===== src/rtl/dsp_seq_ctrl.sv =====
// Stream-to-DSP sequencer: gathers A/B operand vectors, starts the DSP, then streams the result out.
// Define DSP_SEQ_TIMEOUT_EN to add a WAIT-state timeout with a sticky timeout_err flag.
module dsp_seq_ctrl #(
    parameter int DW = 32,
    parameter int N  = 8
`ifdef DSP_SEQ_TIMEOUT_EN
    ,
    parameter int TIMEOUT = 1024
`endif
) (
    input  logic                 clk,
    input  logic                 rst,
    input  logic                 in_valid,
    output logic                 in_ready,
    input  logic [DW-1:0]        in_data,
    input  logic [1:0]           in_op,
    output logic                 dsp_start,
    output logic [1:0]           dsp_operation,
    output logic [N-1:0][DW-1:0] dsp_A,
    output logic [N-1:0][DW-1:0] dsp_B,
    input  logic [N-1:0][DW-1:0] dsp_result,
    input  logic                 dsp_done,
    output logic                 out_valid,
    input  logic                 out_ready,
    output logic [DW-1:0]        out_data,
    output logic                 out_last,
    output logic                 busy,
    output logic                 timeout_err
);
    localparam int CW = $clog2(2 * N);
    localparam int IW = (N > 1) ? $clog2(N) : 1;

    typedef enum logic [2:0] {S_IDLE, S_LOAD, S_START, S_WAIT, S_DRAIN} state_e;

    state_e               state_q, state_d;
    logic [CW-1:0]        cnt_q, cnt_d;
    logic [IW-1:0]        idx_q, idx_d;
    logic [1:0]           op_q, op_d;
    logic [N-1:0][DW-1:0] a_q, a_d, b_q, b_d, res_q, res_d;
    logic                 done_q;
    logic                 in_fire;
    logic                 done_edge;
    logic                 timeout_hit;

    assign in_fire   = in_valid && in_ready;
    // A done level left over from the previous command must fall and rise again to count.
    assign done_edge = (state_q == S_WAIT) && dsp_done && !done_q;

`ifdef DSP_SEQ_TIMEOUT_EN
    localparam int TW = (TIMEOUT > 1) ? $clog2(TIMEOUT) : 1;

    logic [TW-1:0] wait_cnt_q, wait_cnt_d;
    logic          err_q, err_d;

    assign timeout_hit = (state_q == S_WAIT) && !done_edge && (wait_cnt_q == TW'(TIMEOUT - 1));

    always_comb begin
        wait_cnt_d = '0;
        if (state_q == S_WAIT && !done_edge && !timeout_hit) wait_cnt_d = wait_cnt_q + 1'b1;
        err_d = err_q;
        if (timeout_hit) err_d = 1'b1;
        else if (state_q == S_IDLE && in_fire) err_d = 1'b0;
    end

    always_ff @(posedge clk or posedge rst) begin
        if (rst) begin
            wait_cnt_q <= '0;
            err_q      <= 1'b0;
        end else begin
            wait_cnt_q <= wait_cnt_d;
            err_q      <= err_d;
        end
    end

    assign timeout_err = err_q;
`else
    assign timeout_hit = 1'b0;
    assign timeout_err = 1'b0;
`endif

    // NOTE: every variable gets a default before the case, so no path leaves one unassigned (no latches).
    always_comb begin
        state_d = state_q;
        cnt_d   = cnt_q;
        idx_d   = idx_q;
        op_d    = op_q;
        a_d     = a_q;
        b_d     = b_q;
        res_d   = res_q;
        unique case (state_q)
            S_IDLE: if (in_fire) begin
                op_d    = in_op;
                a_d[0]  = in_data;
                cnt_d   = CW'(1);
                state_d = S_LOAD;
            end
            S_LOAD: if (in_fire) begin
                for (int i = 0; i < N; i++) begin
                    if (cnt_q == CW'(i))     a_d[i] = in_data;
                    if (cnt_q == CW'(N + i)) b_d[i] = in_data;
                end
                if (cnt_q == CW'(2 * N - 1)) begin
                    cnt_d   = '0;
                    state_d = S_START;
                end else begin
                    cnt_d = cnt_q + 1'b1;
                end
            end
            S_START: state_d = S_WAIT;
            S_WAIT: begin
                if (done_edge) begin
                    res_d   = dsp_result;
                    idx_d   = '0;
                    state_d = S_DRAIN;
                end else if (timeout_hit) begin
                    state_d = S_IDLE;
                end
            end
            S_DRAIN: if (out_ready) begin
                if (idx_q == IW'(N - 1)) begin
                    idx_d   = '0;
                    state_d = S_IDLE;
                end else begin
                    idx_d = idx_q + 1'b1;
                end
            end
            default: state_d = S_IDLE;
        endcase
    end

    // NOTE: state uses non-blocking assignments so every register samples pre-edge values.
    always_ff @(posedge clk or posedge rst) begin
        if (rst) begin
            state_q <= S_IDLE;
            cnt_q   <= '0;
            idx_q   <= '0;
            op_q    <= '0;
            done_q  <= 1'b0;
            // NOTE: operand and result storage is reset too, because it drives outputs that must read 0.
            a_q     <= '0;
            b_q     <= '0;
            res_q   <= '0;
        end else begin
            state_q <= state_d;
            cnt_q   <= cnt_d;
            idx_q   <= idx_d;
            op_q    <= op_d;
            done_q  <= dsp_done;
            a_q     <= a_d;
            b_q     <= b_d;
            res_q   <= res_d;
        end
    end

    always_comb begin
        in_ready  = 1'b0;
        dsp_start = 1'b0;
        out_valid = 1'b0;
        out_last  = 1'b0;
        out_data  = '0;
        unique case (state_q)
            S_IDLE, S_LOAD: in_ready = 1'b1;
            S_START:        dsp_start = 1'b1;
            S_DRAIN: begin
                out_valid = 1'b1;
                out_last  = (idx_q == IW'(N - 1));
                for (int i = 0; i < N; i++) begin
                    if (idx_q == IW'(i)) out_data = res_q[i];
                end
            end
            default: ;
        endcase
    end

    assign busy          = (state_q != S_IDLE);
    assign dsp_operation = op_q;
    assign dsp_A         = a_q;
    assign dsp_B         = b_q;
endmodule

===== config.mk =====
export PLATFORM = sky130hd
export DESIGN_NAME = dsp_seq_ctrl
export DESIGN_NICKNAME = d
export VERILOG_FILES = /design/src/rtl/dsp_seq_ctrl.sv
export SDC_FILE = /design/constraint.sdc
export NUM_CORES = 2
export LEC_CHECK = 0
export ABC_AREA = 1
export CAP_MARGIN = 30
export CORE_AREA = 2 2 333 335
export CTS_BUF_LIST = sky130_fd_sc_hd__clkbuf_4 sky130_fd_sc_hd__clkbuf_8
export DETAILED_ROUTE_END_ITERATION = 8
export DIE_AREA = 0 0 335 337
export PLACE_DENSITY_LB_ADDON = 0.15
export SYNTH_ARGS = -nofsm -noshare
export SYNTH_HDL_FRONTEND = slang
export SYNTH_SLANG_ARGS = --single-unit

===== constraint.sdc =====
create_clock -name clk -period 36.8 [get_ports clk]
set_clock_uncertainty 0.15 [all_clocks]
set_input_delay 7.36 -clock clk [delete_from_list [all_inputs] [get_ports clk]]
set_output_delay 7.36 -clock clk [all_outputs]
set_load 0.01 [all_outputs]

==> reports/metrics.cfg <==
[run_status]
status = completed

[die]
fp_util_pct = 29.1
die_h_um = 337
die_x_um = 335

[yosys]
yosys-top-cells-count = nand2_1 (956), dfrtp_1 (781), o21ai_0 (357)
synth_nets = 3635
syn_area_um2 = 31900
ys_cells = 3330
edf_count = 0
ys_sh_aoi_pct = 9.32
synth_chip_area_um2 = 31900
mux_area_share_pct = 6.78
fa_ha_area_share_pct = 0.393

[route]
drt_iter0_drc = 1618

[pwr]
finalPower_mw = 3.53
p_clk_share_pct = 26.0
switching_share_pct = 36.2
power_frac_seq_pct = 37.7

[clock_tree]
clkLatencyLatePin_ns = 0.81
cts.sink_count = 781
tritoncts = done

[place]
dpl_cell_area_um2 = 41600
place_ws_ns = 25.93

[worst_setup_path]
cp.arrival_ns = 4.20
path_depth = 15
crit_slowest_cell = clkdlybuf4s50_1

[cells_and_area]
nets = 4457
area_growth_pct = 40.7

[global_route]
grt_pass1_wl_um = 197000

==> layout make-up <==
| type | count | area [um2] |
|---|---|---|
| clock buffers | 232 | 2890 |
| diodes | 6 | 15.0 |
| flip-flops and latches | 781 | 19500 |
| multi-input cells | 2111 | 10500 |
| inverters | 221 | 837 |
| fillers | 10965 | 64800 |
| clock inverters | 20 | 268 |
| well taps | 1426 | 1780 |
| repair buffers | 891 | 8980 |
==> flip-flops by register name, indices dropped and copies added (netlist names) <==
signal         count
res_q            256
dsp_A            256
done_q             1
idx_q              3
state_q            3
dsp_B            256
dsp_operation      2
cnt_q              4
==> tightest hold or removal path, cell delays in order, from the launching register on <==
cell and delay (ns):
dfrtp_1 0.34, nand2_1 0.05, o21ai_0 0.06
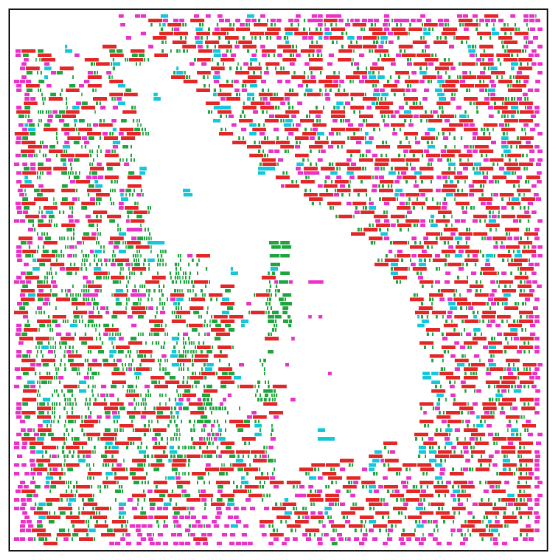
Fig. 1. Placed cells, one color a class.
| color | class | cells |
|---|---|---|
| green | all other logic | 2332 |
| cyan | clock drivers and dummy loads | 252 |
| magenta | other buffers and delay cells | 891 |
| red | flip-flops | 781 |

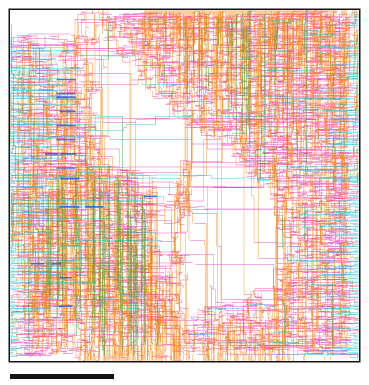
Fig. 2. Metal layers overlaid.
Bar = 100 um.
| color | layer | wire length |
|---|---|---|
| orange | met2 | 67.2 mm |
| blue | met5 | 238 um |
| green | met4 | 7740 um |
| magenta | met1 | 51.7 mm |
| cyan | met3 | 11500 um |

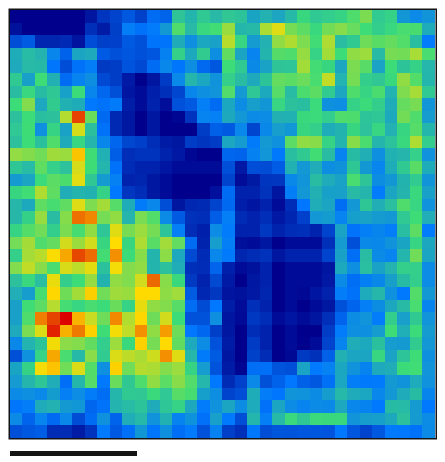
Fig. 3. Signal metal coverage by tile.
Bar = 100 um. The die is cut into 34 by 34 equal tiles; dark blue is low, red is high, scaled to the fullest tile. Values are wire area over tile area, all layers added.
nearly empty tiles: 4.2%
emptiest ninth of the die: middle
fullest tile: 0.61
tiles over half the peak: 22%
mean over tiles: 0.21
Vias: 26290
Total Routing Usage GR: 24.3%
drt wl/cell: 24.3 um
final wirelength: 138000 um

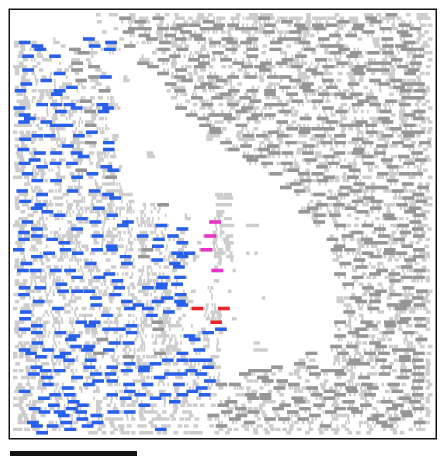
Fig. 4. Register map, names as in the netlist.
Bar = 100 um. Other sequential cells in the stronger gray, the rest of the logic in the fainter gray.
| color | netlist name | placed flops |
|---|---|---|
| blue | res_q | 256 |
| red | state_q | 3 |
| magenta | cnt_q | 4 |
sequential cell power: 1.33 mW
fin util: 40.9%
Reg area: 19500 um2

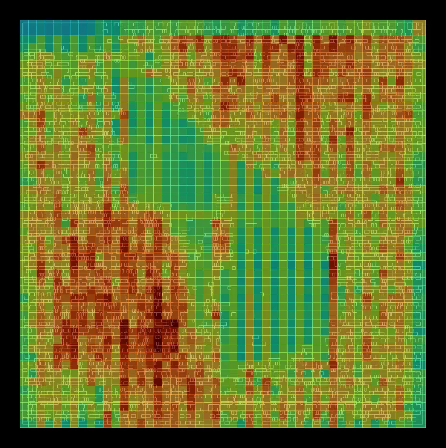
Fig. 5. Routing congestion map.
GR Util met3: 8.44%
gr busiest metal: met2
met1 Track Usage GR: 26.7%

Power is estimated from default activity; no workload was simulated.
